`src/rtl/status_frame_tx.sv`:
```
// -----------------------------------------------------------------------------
// status_frame_tx
//
// Serialises a parallel device-status word into the following frame:
//   start bit (0), WIDTH data bits sent LSB first, even-parity bit, stop bit (1).
// Each bit is held on sdo for CLKS_PER_BIT clock cycles, so a frame lasts
// (WIDTH+3)*CLKS_PER_BIT cycles. After every frame there is one IDLE cycle in
// which done pulses. A load presented in that cycle starts the next frame, so
// frames can be sent back to back.
//
// Parameters
//   WIDTH         data bits per frame (1..16)
//   CLKS_PER_BIT  clock cycles per serial bit (1..255)
//
// Ports
//   clk    in   clock; all state changes happen on posedge
//   arst   in   synchronous active-high reset
//   din    in   [WIDTH]  status word, captured when load=1 and ready=1
//   load   in   transmit request
//   ready  out  block is idle and accepts load
//   sdo    out  registered serial data; idles at 1
//   busy   out  frame in progress (always the inverse of ready)
//   done   out  one-cycle pulse in the first IDLE cycle after a frame
// -----------------------------------------------------------------------------
module status_frame_tx #(
   parameter int unsigned WIDTH        = 8,
   parameter int unsigned CLKS_PER_BIT = 4
) (
   input  logic             clk,
   input  logic             arst,
   input  logic [WIDTH-1:0] din,
   input  logic             load,
   output logic             ready,
   output logic             sdo,
   output logic             busy,
   output logic             done
);

   // The bit-cycle counter counts 0..CLKS_PER_BIT-1. It is sized to hold
   // CLKS_PER_BIT itself, so it can never wrap inside a bit period.
   localparam int unsigned CW = $clog2(CLKS_PER_BIT + 1);
   localparam int unsigned IW = $clog2(WIDTH + 1);

   localparam logic [CW-1:0] CNT_LAST = CW'(CLKS_PER_BIT - 1);
   localparam logic [IW-1:0] IDX_LAST = IW'(WIDTH - 1);

   typedef enum logic [2:0] {
      IDLE   = 3'd0,
      START  = 3'd1,
      DATA   = 3'd2,
      PARITY = 3'd3,
      STOP   = 3'd4
   } state_e;

   state_e           state_q, state_d;
   logic [CW-1:0]    cnt_q, cnt_d;
   logic [IW-1:0]    idx_q, idx_d;
   logic [WIDTH-1:0] shreg_q, shreg_d;
   logic             par_q, par_d;
   logic             sdo_q, sdo_d;
   logic             done_q, done_d;

   logic [WIDTH-1:0] shifted;
   logic             bit_end;

   // NOTE: every signal written in this block gets a default first. A path
   // that leaves a signal unassigned would otherwise infer a latch.
   always_comb begin
      state_d = state_q;
      cnt_d   = cnt_q;
      idx_d   = idx_q;
      shreg_d = shreg_q;
      par_d   = par_q;
      sdo_d   = sdo_q;
      done_d  = 1'b0;
      shifted = shreg_q >> 1;
      bit_end = (cnt_q == CNT_LAST);

      // The counter runs in every non-idle state and restarts at each bit boundary.
      if (state_q != IDLE) begin
         cnt_d = bit_end ? '0 : cnt_q + CW'(1);
      end

      // sdo is registered, so each transition loads the value of the bit that
      // the next state will present.
      case (state_q)
         IDLE: begin
            if (load) begin
               state_d = START;
               shreg_d = din;
               par_d   = ^din;   // even parity over the captured word
               idx_d   = '0;
               cnt_d   = '0;
               sdo_d   = 1'b0;
            end
         end
         START: begin
            if (bit_end) begin
               state_d = DATA;
               sdo_d   = shreg_q[0];
            end
         end
         DATA: begin
            if (bit_end) begin
               shreg_d = shifted;
               if (idx_q == IDX_LAST) begin
                  state_d = PARITY;
                  sdo_d   = par_q;
               end else begin
                  idx_d = idx_q + IW'(1);
                  sdo_d = shifted[0];
               end
            end
         end
         PARITY: begin
            if (bit_end) begin
               state_d = STOP;
               sdo_d   = 1'b1;
            end
         end
         STOP: begin
            if (bit_end) begin
               state_d = IDLE;
               sdo_d   = 1'b1;
               done_d  = 1'b1;
            end
         end
         default: begin
            state_d = IDLE;
            sdo_d   = 1'b1;
         end
      endcase
   end

   // NOTE: state registers use non-blocking assignments. Every register then
   // samples pre-edge values, whatever order the statements are written in.
   always_ff @(posedge clk) begin
      if (arst) begin
         // The shift register is cleared as well. An aborted frame then leaves
         // no stale data behind it.
         state_q <= IDLE;
         cnt_q   <= '0;
         idx_q   <= '0;
         shreg_q <= '0;
         par_q   <= 1'b0;
         sdo_q   <= 1'b1;
         done_q  <= 1'b0;
      end else begin
         state_q <= state_d;
         cnt_q   <= cnt_d;
         idx_q   <= idx_d;
         shreg_q <= shreg_d;
         par_q   <= par_d;
         sdo_q   <= sdo_d;
         done_q  <= done_d;
      end
   end

   assign ready = (state_q == IDLE);
   assign busy  = ~ready;
   assign sdo   = sdo_q;
   assign done  = done_q;

endmodule
```
`config.mk`:
```
export PLATFORM = sky130hd
export DESIGN_NAME = status_frame_tx
export DESIGN_NICKNAME = d
export VERILOG_FILES = /design/src/rtl/status_frame_tx.sv
export SDC_FILE = /design/constraint.sdc
export NUM_CORES = 1
export LEC_CHECK = 0
export ABC_AREA = 0
export CORE_AREA = 2 2 62 64
export CTS_CLUSTER_DIAMETER = 150
export CTS_CLUSTER_SIZE = 25
export DETAILED_ROUTE_END_ITERATION = 12
export DIE_AREA = 0 0 64 66
export SYNTH_ARGS = -nofsm -noshare
export SYNTH_HDL_FRONTEND = slang
export SYNTH_SLANG_ARGS = --single-unit
```
`constraint.sdc`:
```
create_clock -name clk -period 4.6 [get_ports clk]
set_clock_uncertainty 0.1 [all_clocks]
set_input_delay 0.92 -clock clk [delete_from_list [all_inputs] [get_ports clk]]
set_output_delay 0.92 -clock clk [all_outputs]
set_load 0.005 [all_outputs]
```
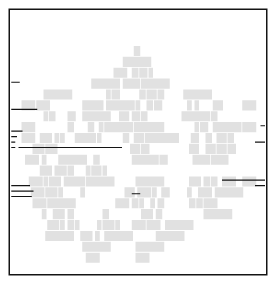
Fig. 1. The metal 3 layer (run 1).
Drawn at 4 px/um. Cells faint in the background.
The longest straight run is 25.5 um. The wires run mostly horizontal. The layer carries 70.6 um of wire. 14 nets have wire on it. The layer holds 3.2% of the routed length.
final wirelength: 2.22 mm
vias: 951
M3 GR Usage: 2.21%

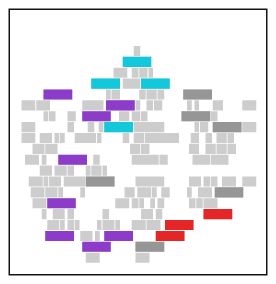
Fig. 2. Sequential cells grouped by signal name (run 1).
Drawn at 4 px/um. Other sequential cells in the stronger grey, the rest of the logic in the fainter grey.
Purple marks shreg_q, flops 8. Red marks state_q, flops 3. Cyan marks idx_q, flops 4, where north.
Another 6 sequential cells are not coloured.
Layout Utilization: 38.0%
proportion of cell area occupied by registers: 31.2%
Reg area: 420 um2
Power Sequential: 198 uW

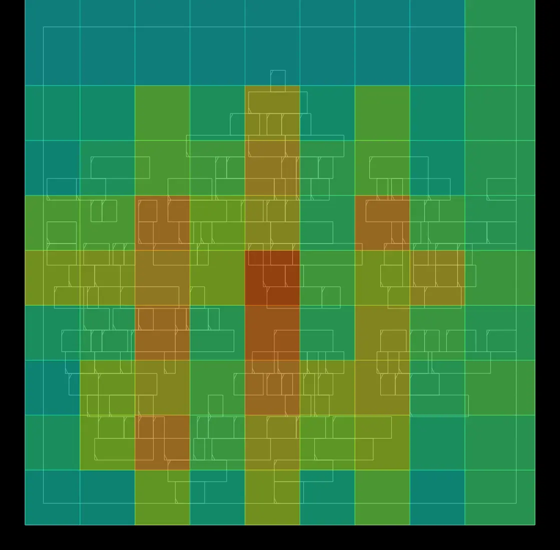
Fig. 3. Track usage over the die (run 1).
Tot GR Track Use: 11.5%
met1 usage: 14.5%
busiest layer in global routing: met2
Global Route met2 Usage: 19.8%
average routed wire per standard cell: 11.9 um

==> changes_impl.md, run 1 <==
### Changed

- Final setup fails: 0
- Clock share of power: approximately 25%
- Crit path DRT: 3.58 ns
- Crit path kind: reg2out
- Status: finished clean
- Gr ovfl total: 0
- Final Cycle Share: around two thirds
- Tool warnings: 27
- Relative slew margins: slightly below 50%
- Yosys Instances: 130
- LEAKAGE: 0.478 nW
- Syn_nets: 144
- Most numerous logic cell after layout: dfxtp_1
- Max-cap violations: 0
- Vias per cell: 5.09
- AO/OA Area Share: 16.6%
- RSZ-0062 raised after global routing: false
- Final Hold Viols: 0
- DIE HEIGHT: 66 um
- Initial DRC Count: 39
- Residual DRC: 0
- Post-synthesis cell count: 130
- Worst hold path type: reg2reg
- Worst path max stage delay: 0.82 ns
- Clock sinks: 21
- Overall power: roughly 350 uW
- Final Max Tran Viols: 0
- Synth-to-Final Area Change: 13.8%
- YS warnings: 0
- Crit start category: flip-flop
- Layout cells sized above 1: 9.35%
- Diodes inserted: 0
- Critical-path cell list: or3_1, clkinv_2, clkdlybuf4s50_1
- Pwr dens: 258 mW/mm2
- Maximum VDD drop: 0.0852 mV
- Root Buffer: clkbuf_4
- Worst-path fanout max: 19
- Most frequent logic cells in the routed design: 21 x dfxtp_1, 14 x clkdlybuf4s50_1, 13 x nor2_1
-- run 1: layer usage --
metal	GRT usage, %	wire length, um	share of wire, %	vias to the layer above
met4	3.26	16	0.72	0
met1	14.5	1120	50	448
met2	19.8	1010	46	15
met5	0	0	0	-
met3	2.21	70	3.2	2
li1	-	-	-	486
-- run 1: worst min-delay path, stage by stage, from the launching register on --
cell and delay, ns:
dfxtp_1 0.35, nand2_1 0.06, nor2_1 0.03
-- run 1: kinds of logic after synthesis --
group / after synthesis
adder cells (fa/ha/maj): 3
AND-OR/OR-AND: 24
buffers and inverters: 11
multiplexers: 3
flip-flops: 21
XOR/XNOR: 8
AND/OR/NAND/NOR: 60
-- run 1: worst paths after layout --
kind,start,endpoint,slack [ns],cells past startpoint
setup / recovery,state_q[1],ready,1.62,3
setup reg to reg,state_q[1],shreg_q[4],2.49,4
hold / removal,cnt_q[2],cnt_q[2],0.37,2
hold reg to reg,cnt_q[2],cnt_q[2],0.37,2
-- run 1: through the flow --
stage          std cells  instance area [um2]
6_report             187                 1350
5_1_grt              187                 1350
3_3_place_gp         183                 1320
4_1_cts              187                 1350
3_5_place_dp         183                 1320
2_1_floorplan        130                 1180
-- run 1: power by group through the flow --
stage / clock [mW] / combinational (mW) / sequential, mW
finish: 0.0882 / 0.0618 / 0.198
global route: 0.0995 / 0.0676 / 0.200
CTS: 0.0923 / 0.0626 / 0.199
detailed placement: 0 / 0.0624 / 0.203
global placement: 0 / 0.0612 / 0.202
floorplan: 0 / 0.0473 / 0.199
-- run 1: final cells by class --
| class | count | area (um2) | area share, % |
|---|---|---|---|
| sequential | 21 | 420 | 31.2 |
| inverter | 2 | 8.76 | 0.649 |
| tap | 48 | 60.1 | 4.45 |
| multi-input combinational | 98 | 693 | 51.4 |
| clock buffer | 4 | 26.3 | 1.95 |
| timing repair buffer | 14 | 140 | 10.4 |
-- run 1: synth_stat cells --
cell | n | area [um2]
nand2_1 | 12 | 45.0
nor2b_1 | 3 | 18.8
inv_1 | 1 | 3.75
a21oi_1 | 9 | 45.0
buf_2 | 2 | 10.0
and4b_1 | 1 | 10.0
nand4_1 | 1 | 6.26
or3b_2 | 1 | 8.76
or3_1 | 3 | 18.8
nand3_1 | 9 | 45.0
nand2b_1 | 3 | 18.8
or2_2 | 1 | 6.26
dfxtp_1 | 21 | 420
a21boi_4 | 1 | 18.8
mux2i_1 | 3 | 30.0
o32a_1 | 2 | 20.0
o311a_1 | 1 | 10.0
a211oi_1 | 1 | 7.51
buf_4 | 1 | 7.51
nor2_8 | 1 | 20.0
clkbuf_1 | 3 | 11.3
buf_6 | 3 | 33.8
a311oi_1 | 4 | 35.0
nand3b_1 | 7 | 52.6
a311oi_2 | 3 | 45.0
nor3_1 | 3 | 15.0
xnor2_1 | 7 | 61.3
nand4_4 | 1 | 21.3
xor2_1 | 1 | 8.76
o21ai_0 | 3 | 15.0
nor4b_4 | 1 | 23.8
clkinv_2 | 1 | 5.00
nor2_1 | 13 | 48.8
ha_1 | 3 | 37.5
-- run 1: flip-flops by register name, indices dropped and copies added, names as in the netlist --
name and cells:
shreg_q 8, idx_q 4, cnt_q 3, state_q 3
done 1, par_q 1, sdo 1
## Run 2: what changed since run 1
Clock period 4.6 ns to 2.9 ns, I/O delays scaled along.
==> run 2 against run 1 <==
Compared with the run above:
- combinational power rose by 61%
- power rose by 59%
- critical path depth did not move
- utilization rose by 0.63 points
- non-clock buffer count rose by 3
- die area did not move
- final area rose by 1.7%
- count of clock-buffer cells in the layout did not move
- largest power group unchanged
==> changes_impl.md, run 2 <==
### Changed

- Final setup fails: 0
- Most numerous logic cell after layout: dfxtp_1
- Largest regs: shreg_q: 8 flops, idx_q: 4 flops
- Final Cycle Share: around 90%
- Final Max Tran Viols: 0
- Residual DRC: 0
- Tool warnings: 27
- Crit start category: flip-flop
- Status: finished clean
- YS warnings: 0
- Largest Register: shreg_q
- Relative slew margins: 56.1%
- Worst-path fanout max: 11
- Worst hold path type: reg2reg
- Gr ovfl total: 0
- Ys async rst share: 0%
- Crit path DRT: 2.22 ns
- Pwr dens: approximately 400 mW/mm2
- Final Hold Viols: 0
- Most frequent logic cells in the routed design: 21 x dfxtp_1, 14 x clkdlybuf4s50_1, 13 x nor2_1
[run 2: cell counts after synthesis]
No cell type changed its count.
[run 2: routing by layer]
metal	global-route usage (%)	wire length (um)	share of wire [%]
met1	14.7	1060	46
met5	0	0	0
met3	2.21	107	4.6
met2	20.8	1130	49
met4	4.89	14	0.61
[run 2: path summary, 6_finish.rpt]
check	start	endpoint	slack, ns	depth (start not counted)
min	cnt_q[2]	cnt_q[2]	0.37	2
max reg2reg	cnt_q[0]	sdo	1.02	6
max	state_q[2]	ready	0.34	3
min reg2reg	cnt_q[2]	cnt_q[2]	0.37	2
[run 2: layout make-up]
type	count	area (um2)
sequential	21	420
multi-input combinational	98	693
tap	48	60.1
clock buffer	4	26.3
fill	368	2180
timing repair buffer	17	163
inverter	2	8.76
[run 2: logic make-up after synthesis]
| family | Yosys count | synth area share [%] |
|---|---|---|
| AOI/OAI and AO/OA | 24 | 16.6 |
| xor gates and xnor gates | 8 | 5.91 |
| adders and majority gates | 3 | 3.17 |
| buffers and inverters | 11 | 6.02 |
| DFF | 21 | 35.5 |
| muxes | 3 | 2.53 |
| and+or+nand+nor | 60 | 30.3 |
[run 2: worst max-delay path: cells and delay by family (launching register included)]
family	cells	cell delay (ns)
AND/OR/NAND/NOR	1	0.51
flip-flops	1	0.49
buffers and inverters	2	0.58
[run 2: power breakdown]
| group | switching (mW) | internal [mW] | leakage (nW) | total (mW) |
|---|---|---|---|---|
| Clock | 0.0865 | 0.0535 | 0.0150 | 0.140 |
| Sequential | 0.0117 | 0.303 | 0.172 | 0.315 |
| Combinational | 0.0450 | 0.0548 | 0.307 | 0.0998 |
| Total | 0.143 | 0.411 | 0.494 | 0.554 |
[run 2: stage by stage]
stage                     std cells  area, um2  utilization [%]  worst slack, ns  hold slack [ns]
after floorplan                 130       1180                -             1.19            0.326
after global placement          186       1350             37.9            0.662            0.361
after detailed placement        186       1350             37.9            0.660            0.362
after CTS                       190       1370             38.6            0.305            0.381
after global routing            190       1370             38.6            0.218            0.408
final                           190       1370             38.6            0.335            0.372
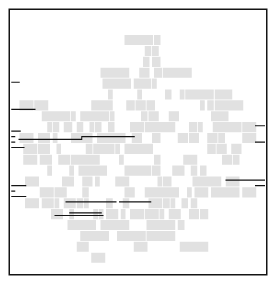
Fig. 4. The metal 3 layer (run 2).
Drawn at 4 px/um. Cells faint in the background.
final wirelength: 2.31 mm
vias: 947

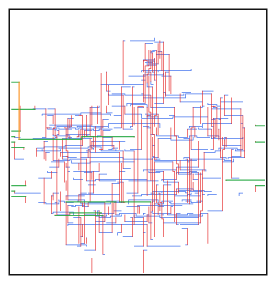
Fig. 5. Routed metal, one colour a layer (run 2).
Drawn at 4 px/um.
Red marks M2, wire length 1130 um. Green marks M3, wire length 107 um. Orange marks M4, wire length 14.3 um. Blue marks M1, wire length 1060 um.
average routed wire per standard cell: 12.2 um
Tot GR Track Use: 12.1%

Power and IR drop assume default switching activity.
